`src/rtl/fetch_unit.sv`:
```
// Instruction fetch stage for one core: drives a 1-cycle synchronous instruction
// memory and feeds the ALU, following its fork, branch, stall and halt requests.
module fetch_unit #(
  parameter bit          BOOT   = 1'b1,
  parameter int unsigned ADDR_W = 12
) (
  input  logic              clk,
  input  logic              rst_n,
  output logic [ADDR_W-1:0] imem_addr,
  input  logic [15:0]       imem_data,
  input  logic              stall,
  input  logic              branch_en,
  input  logic [15:0]       branch_val,
  input  logic [32:0]       fork_cxt,
  output logic [15:0]       ins_out,
  output logic [ADDR_W-1:0] pc_out,
  output logic              running
);

  localparam logic [3:0] OP_HALT = 4'hF;

  typedef enum logic [1:0] {
    ST_IDLE   = 2'd0,
    ST_RUN    = 2'd1,
    ST_HALTED = 2'd2
  } state_e;

  typedef struct packed {
    logic        start;
    logic [15:0] ptr;
    logic [15:0] pc;
  } fork_cxt_t;

  localparam state_e RST_STATE = BOOT ? ST_RUN : ST_IDLE;

  state_e            state_q, state_d;
  logic [ADDR_W-1:0] issue_pc_q, issue_pc_d;
  logic [ADDR_W-1:0] out_pc_q, out_pc_d;
  logic              data_valid_q, data_valid_d;

  fork_cxt_t         fork_c;
  logic [ADDR_W-1:0] fork_pc_c;
  logic [ADDR_W-1:0] branch_pc_c;
  logic              fork_start_c;
  logic              branch_c;
  logic              squash_c;
  logic              present_c;
  logic              halt_c;
  logic              unused_bits;

  assign fork_c       = fork_cxt;
  assign fork_start_c = fork_c.start;
  assign fork_pc_c    = fork_c.pc[ADDR_W-1:0];
  assign branch_pc_c  = branch_val[ADDR_W-1:0];
  assign branch_c     = (state_q == ST_RUN) && branch_en;

  // Upper branch/fork bits and the fork pointer belong to the ALU, not to fetch.
  assign unused_bits  = ^{branch_val, fork_c.ptr, fork_c.pc};

  // The returning word is stale whenever fetch is redirected this cycle.
  assign squash_c  = fork_start_c || branch_c;
  assign present_c = (state_q == ST_RUN) && data_valid_q && !squash_c;
  assign halt_c    = present_c && !stall && (imem_data[15:12] == OP_HALT);

  assign ins_out = (present_c && !halt_c) ? imem_data : 16'h0000;
  assign pc_out  = out_pc_q;
  assign running = (state_q == ST_RUN);

  // State register.
  always_ff @(posedge clk or negedge rst_n) begin
    if (!rst_n) begin
      state_q      <= RST_STATE;
      issue_pc_q   <= '0;
      out_pc_q     <= '0;
      data_valid_q <= 1'b0;
    end else begin
      state_q      <= state_d;
      issue_pc_q   <= issue_pc_d;
      out_pc_q     <= out_pc_d;
      data_valid_q <= data_valid_d;
    end
  end

  // Next-state and fetch address; priority is fork > branch > stall > halt > sequential.
  always_comb begin
    state_d      = state_q;
    issue_pc_d   = issue_pc_q;
    out_pc_d     = out_pc_q;
    data_valid_d = data_valid_q;
    imem_addr    = issue_pc_q;

    if (fork_start_c) begin
      imem_addr    = fork_pc_c;
      out_pc_d     = fork_pc_c;
      issue_pc_d   = fork_pc_c + ADDR_W'(1);
      data_valid_d = 1'b1;
      state_d      = ST_RUN;
    end else if (state_q == ST_RUN) begin
      if (branch_en) begin
        imem_addr    = branch_pc_c;
        out_pc_d     = branch_pc_c;
        issue_pc_d   = branch_pc_c + ADDR_W'(1);
        data_valid_d = 1'b1;
      end else if (stall) begin
        imem_addr = out_pc_q;
      end else if (halt_c) begin
        imem_addr = out_pc_q;
        state_d   = ST_HALTED;
      end else begin
        imem_addr    = issue_pc_q;
        out_pc_d     = issue_pc_q;
        issue_pc_d   = issue_pc_q + ADDR_W'(1);
        data_valid_d = 1'b1;
      end
    end
  end

endmodule
```
`config.mk`:
```
export PLATFORM = sky130hd
export DESIGN_NAME = fetch_unit
export DESIGN_NICKNAME = d
export VERILOG_FILES = /design/src/rtl/fetch_unit.sv
export SDC_FILE = /design/constraint.sdc
export NUM_CORES = 1
export LEC_CHECK = 0
export CAP_MARGIN = 30
export CORE_MARGIN = 2
export CORE_UTILIZATION = 44
export DETAILED_ROUTE_END_ITERATION = 10
export GPL_ROUTABILITY_DRIVEN = 0
export MAX_ROUTING_LAYER = met4
export PLACE_DENSITY = 0.87
export SLEW_MARGIN = 20
export SYNTH_ARGS = -nofsm -noshare
export SYNTH_HDL_FRONTEND = slang
export SYNTH_SLANG_ARGS = --single-unit
export TNS_END_PERCENT = 5
```
`constraint.sdc`:
```
create_clock -name clk -period 4.4 [get_ports clk]
set_clock_uncertainty 0.05 [all_clocks]
set_input_delay 0.44 -clock clk [delete_from_list [all_inputs] [get_ports clk]]
set_output_delay 0.44 -clock clk [all_outputs]
set_load 0.005 [all_outputs]
```
run_1/m1.png
Supply wires on this layer in grey.
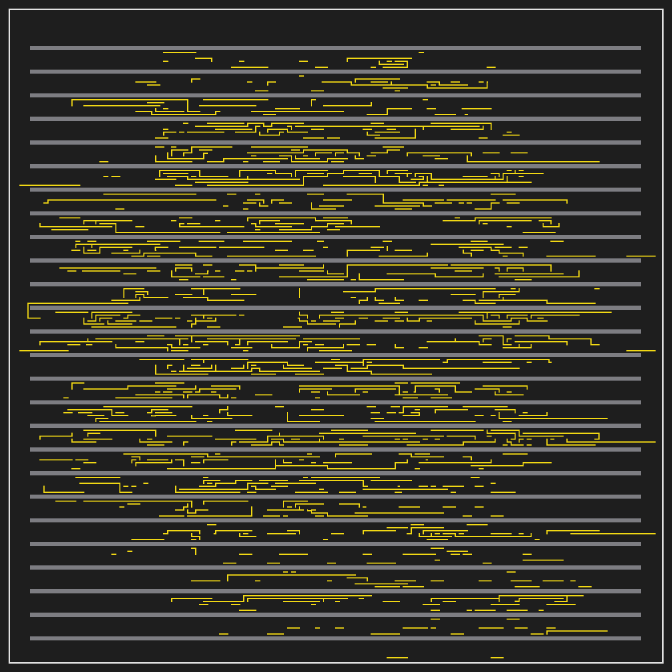
358 nets have wire on it. The layer holds 42% of the routed length. The layer carries 2,550 µm of wire.
M1 GR Usage: 28.6%
DRT Wirelength: 6140 µm
Vias: 2,207

run_1/util_map.png
8 x 8 tiles, from white (low) to dark blue (high), 0 to 100% covered.
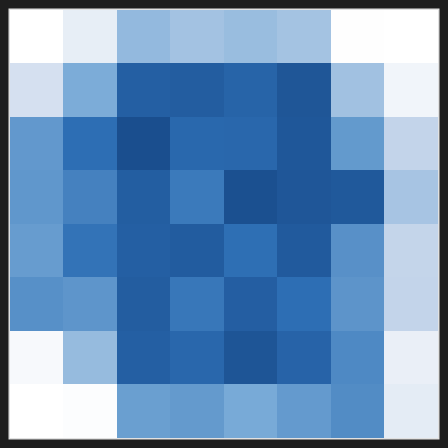
The densest ninth of the die: centre. 33% of the tiles are over 75% full. 7.8% of the tiles are nearly empty. The mean over all tiles is 55%. The emptiest ninth of the die: north-east.

run_1/congestion_map.png
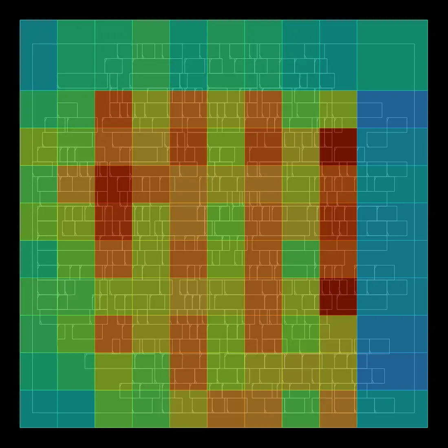
WL/cell: 14.8 µm
M3 GR Usage: 3.48%
met2 Usage GRT: 40.5%

run_1/class_map.png
Scale bar: 20 µm. Fill, decap, tap and diode cells in grey.
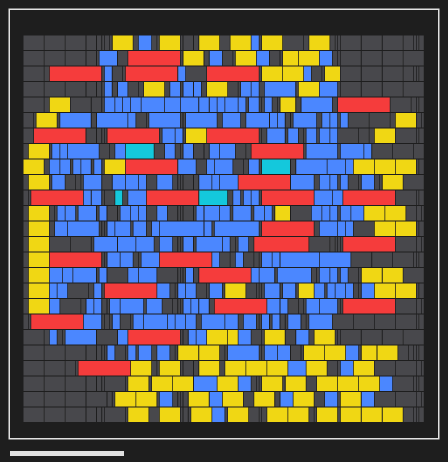
Key: remaining logic cells = blue [cells 226]; remaining buffers and delay cells = yellow [cells 92]; sequential cells = red [cells 27]; clock drivers and dummy loads = cyan [cells 4]
Seq/total area: 21.4%
core area: 4790 µm²
Final Util: 66.2%

==> reports/qor.csv, run 1 <==
metric,value,unit
comb_share,45.3,%
leakagePower,1.30,nW
flop_cell,dfrtp_1,
r2r_cells,8,
critPathRequiredTime,3.91,ns
synth_chip_area,2220,µm²
mostFrequentLayoutCells,"85 x clkdlybuf4s50_1, 35 x nor2_1, 34 x nand2_1, 29 x o21ai_0, 26 x dfrtp_1",
cts_hold_buffers,0,
ir_drop,0.199,mV
maxCapViolations,0,
tightest_slew,0.624,ns
ys_cells,267,
yosysWarnings,0,
die_area,5640,µm²
top_area_share,29.2,%
end_kind,primary output,
outcome,"complete, no violations",
area_growth,42.5,%
maxSlewHeadroom,58.0,%
p_per_area,242,nW/µm²
topCombFamilyByArea,simple AND/OR/NAND/NOR gates,
post-synth-top-area-cell,dfrtp_1,
numCtsBuffers,3,
period_used_share,77.5,%
die_w,75.1,µm
dr.pass1.iters,4,
diodes,0,
aoi_share,20.6,%
setup_viol,0,
regArea,677,µm²
cp_common_cell,clkdlybuf4s50_1,
ioPinCount,110,
clock_tree.root_cell,clkbuf_8,
warnings,50,
r2r_end,issue_pc_q[10],
synth_async_sr_flop_share,100,%
logic_gate_count,219,
logic_area,1440,µm²
crit_fanout,7,
taps,67,
tritoncts,built,
run 1: sequential cells by signal, summed over array words and instances (netlist names):
signal        flops
data_valid_q      1
issue_pc_q       12
pc_out           12
state_q           2
run 1: power by group:
part	switching, W	total [W]	internal, W
sequential	0.0000287	0.000309	0.000280
clock	0.0000864	0.000152	0.0000652
combinational	0.000132	0.000308	0.000176
run 1: per-layer routing:
layer  vias up  track usage, %  wire [µm]
met5         -               -          0
met4         0            3.97         21
met3         4            3.48        346
met2        58            40.5       3220
met1      1058            28.6       2550
li1       1087               -          -
run 1: per-stage QoR:
stage	hold slack, ns	cell area, µm²	total power (W)
global placement	0.445	3120	0.000607
CTS	0.479	3160	0.000767
detailed placement	0.465	3120	0.000619
finish	0.480	3170	0.000768
global route	0.487	3170	0.000811
floorplan	0.0944	2220	0.000479
run_1/port_trees.png
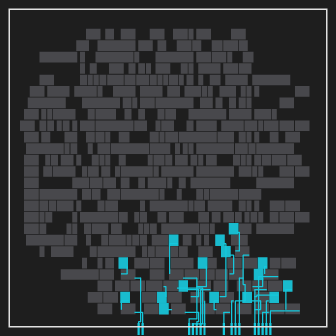

==> run 1 -> run 2 <==
- CORE_UTILIZATION: 44 -> 41
- PLACE_DENSITY: 0.87 -> 0.81
- clock period: 4.4 -> 3.6 ns (I/O delays scaled with it)
run_2/port_trees.png
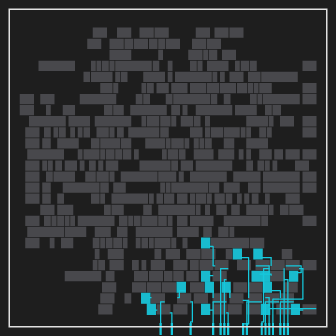
Key: `ins_out` = cyan [bits 16, direction output, end cells 16, buffers 16, wire 224 µm]

==> run 2 against run 1 <==
Net effect:
- core utilization fell by 4.4 points
- total power rose by 21%
- clock power increased by 16%
- sequential share of layout area down 0.19 points
- synthesized cell count stayed put
- worst hold slack lost 0.057 ns
- critical endpoint is now imem_addr[5]
- design area rose by 0.91%
- count of clock-buffer cells in the layout is the same
==> reports/qor.csv, run 2 <==
metric,value,unit
outcome,"complete, no violations",
cts_hold_buffers,0,
ir_drop,0.261,mV
flop_cell,dfrtp_1,
post-synth-top-area-cell,dfrtp_1,
gr-usage-met3,2.67,%
use_met1,28.4,%
tightest_slew,0.566,ns
netSwitchingFraction,31.4,%
stdcell_area,3200,µm²
cp_common_cell,clkdlybuf4s50_1,
area_growth,43.8,%
wl_met3,241,µm
tritoncts,built,
aoi_share,20.6,%
p_switching,0.000293,W
p_comb_share,40.4,%
diodes,0,
pg_seq,0.000377,W
top_area_share,29.2,%
ys_cells,267,
fin_util,61.8,%
totalPowerFinal,0.000931,W
dr.pass1.iters,5,
core-area,5170,µm²
top_usage_layer,met2,
clock_power_share,19.0,%
die_w,77.7,µm
via_count,2213,
seq_power_share,40.5,%
leakagePower,1.31,nW
wirelength,6080,µm
synth_async_sr_flop_share,100,%
warnings,50,
end_kind,primary output,
power_leader,sequential cells,
maxSlewHeadroom,61.8,%
die_area,6030,µm²
ioPinCount,110,
clock_tree.root_cell,clkbuf_8,
[run 2: cell counts after synthesis]
No cell type changed its count.
[run 2: final cells by class]
type / count / area (µm²)
sequential: 27 / 677
multi-input combinational: 219 / 1440
inverter: 7 / 26.3
timing repair buffer: 95 / 926
fill: 445 / 1970
tap: 70 / 87.6
clock buffer: 4 / 45.0
[run 2: worst paths after layout]
path,slack [ns],start,depth (start not counted),end
max,0.68,fork_cxt[32],6,imem_addr[5]
min,0.42,rst_n,2,state_q[1]
max reg2reg,1.48,issue_pc_q[0],8,issue_pc_q[10]
min reg2reg,0.48,state_q[0],1,state_q[0]
max in group asynchronous,2.77,rst_n,2,state_q[0]
min in group clk,0.48,state_q[0],1,state_q[0]
Power figures rest on the tool's default switching activity, not on a simulated workload.
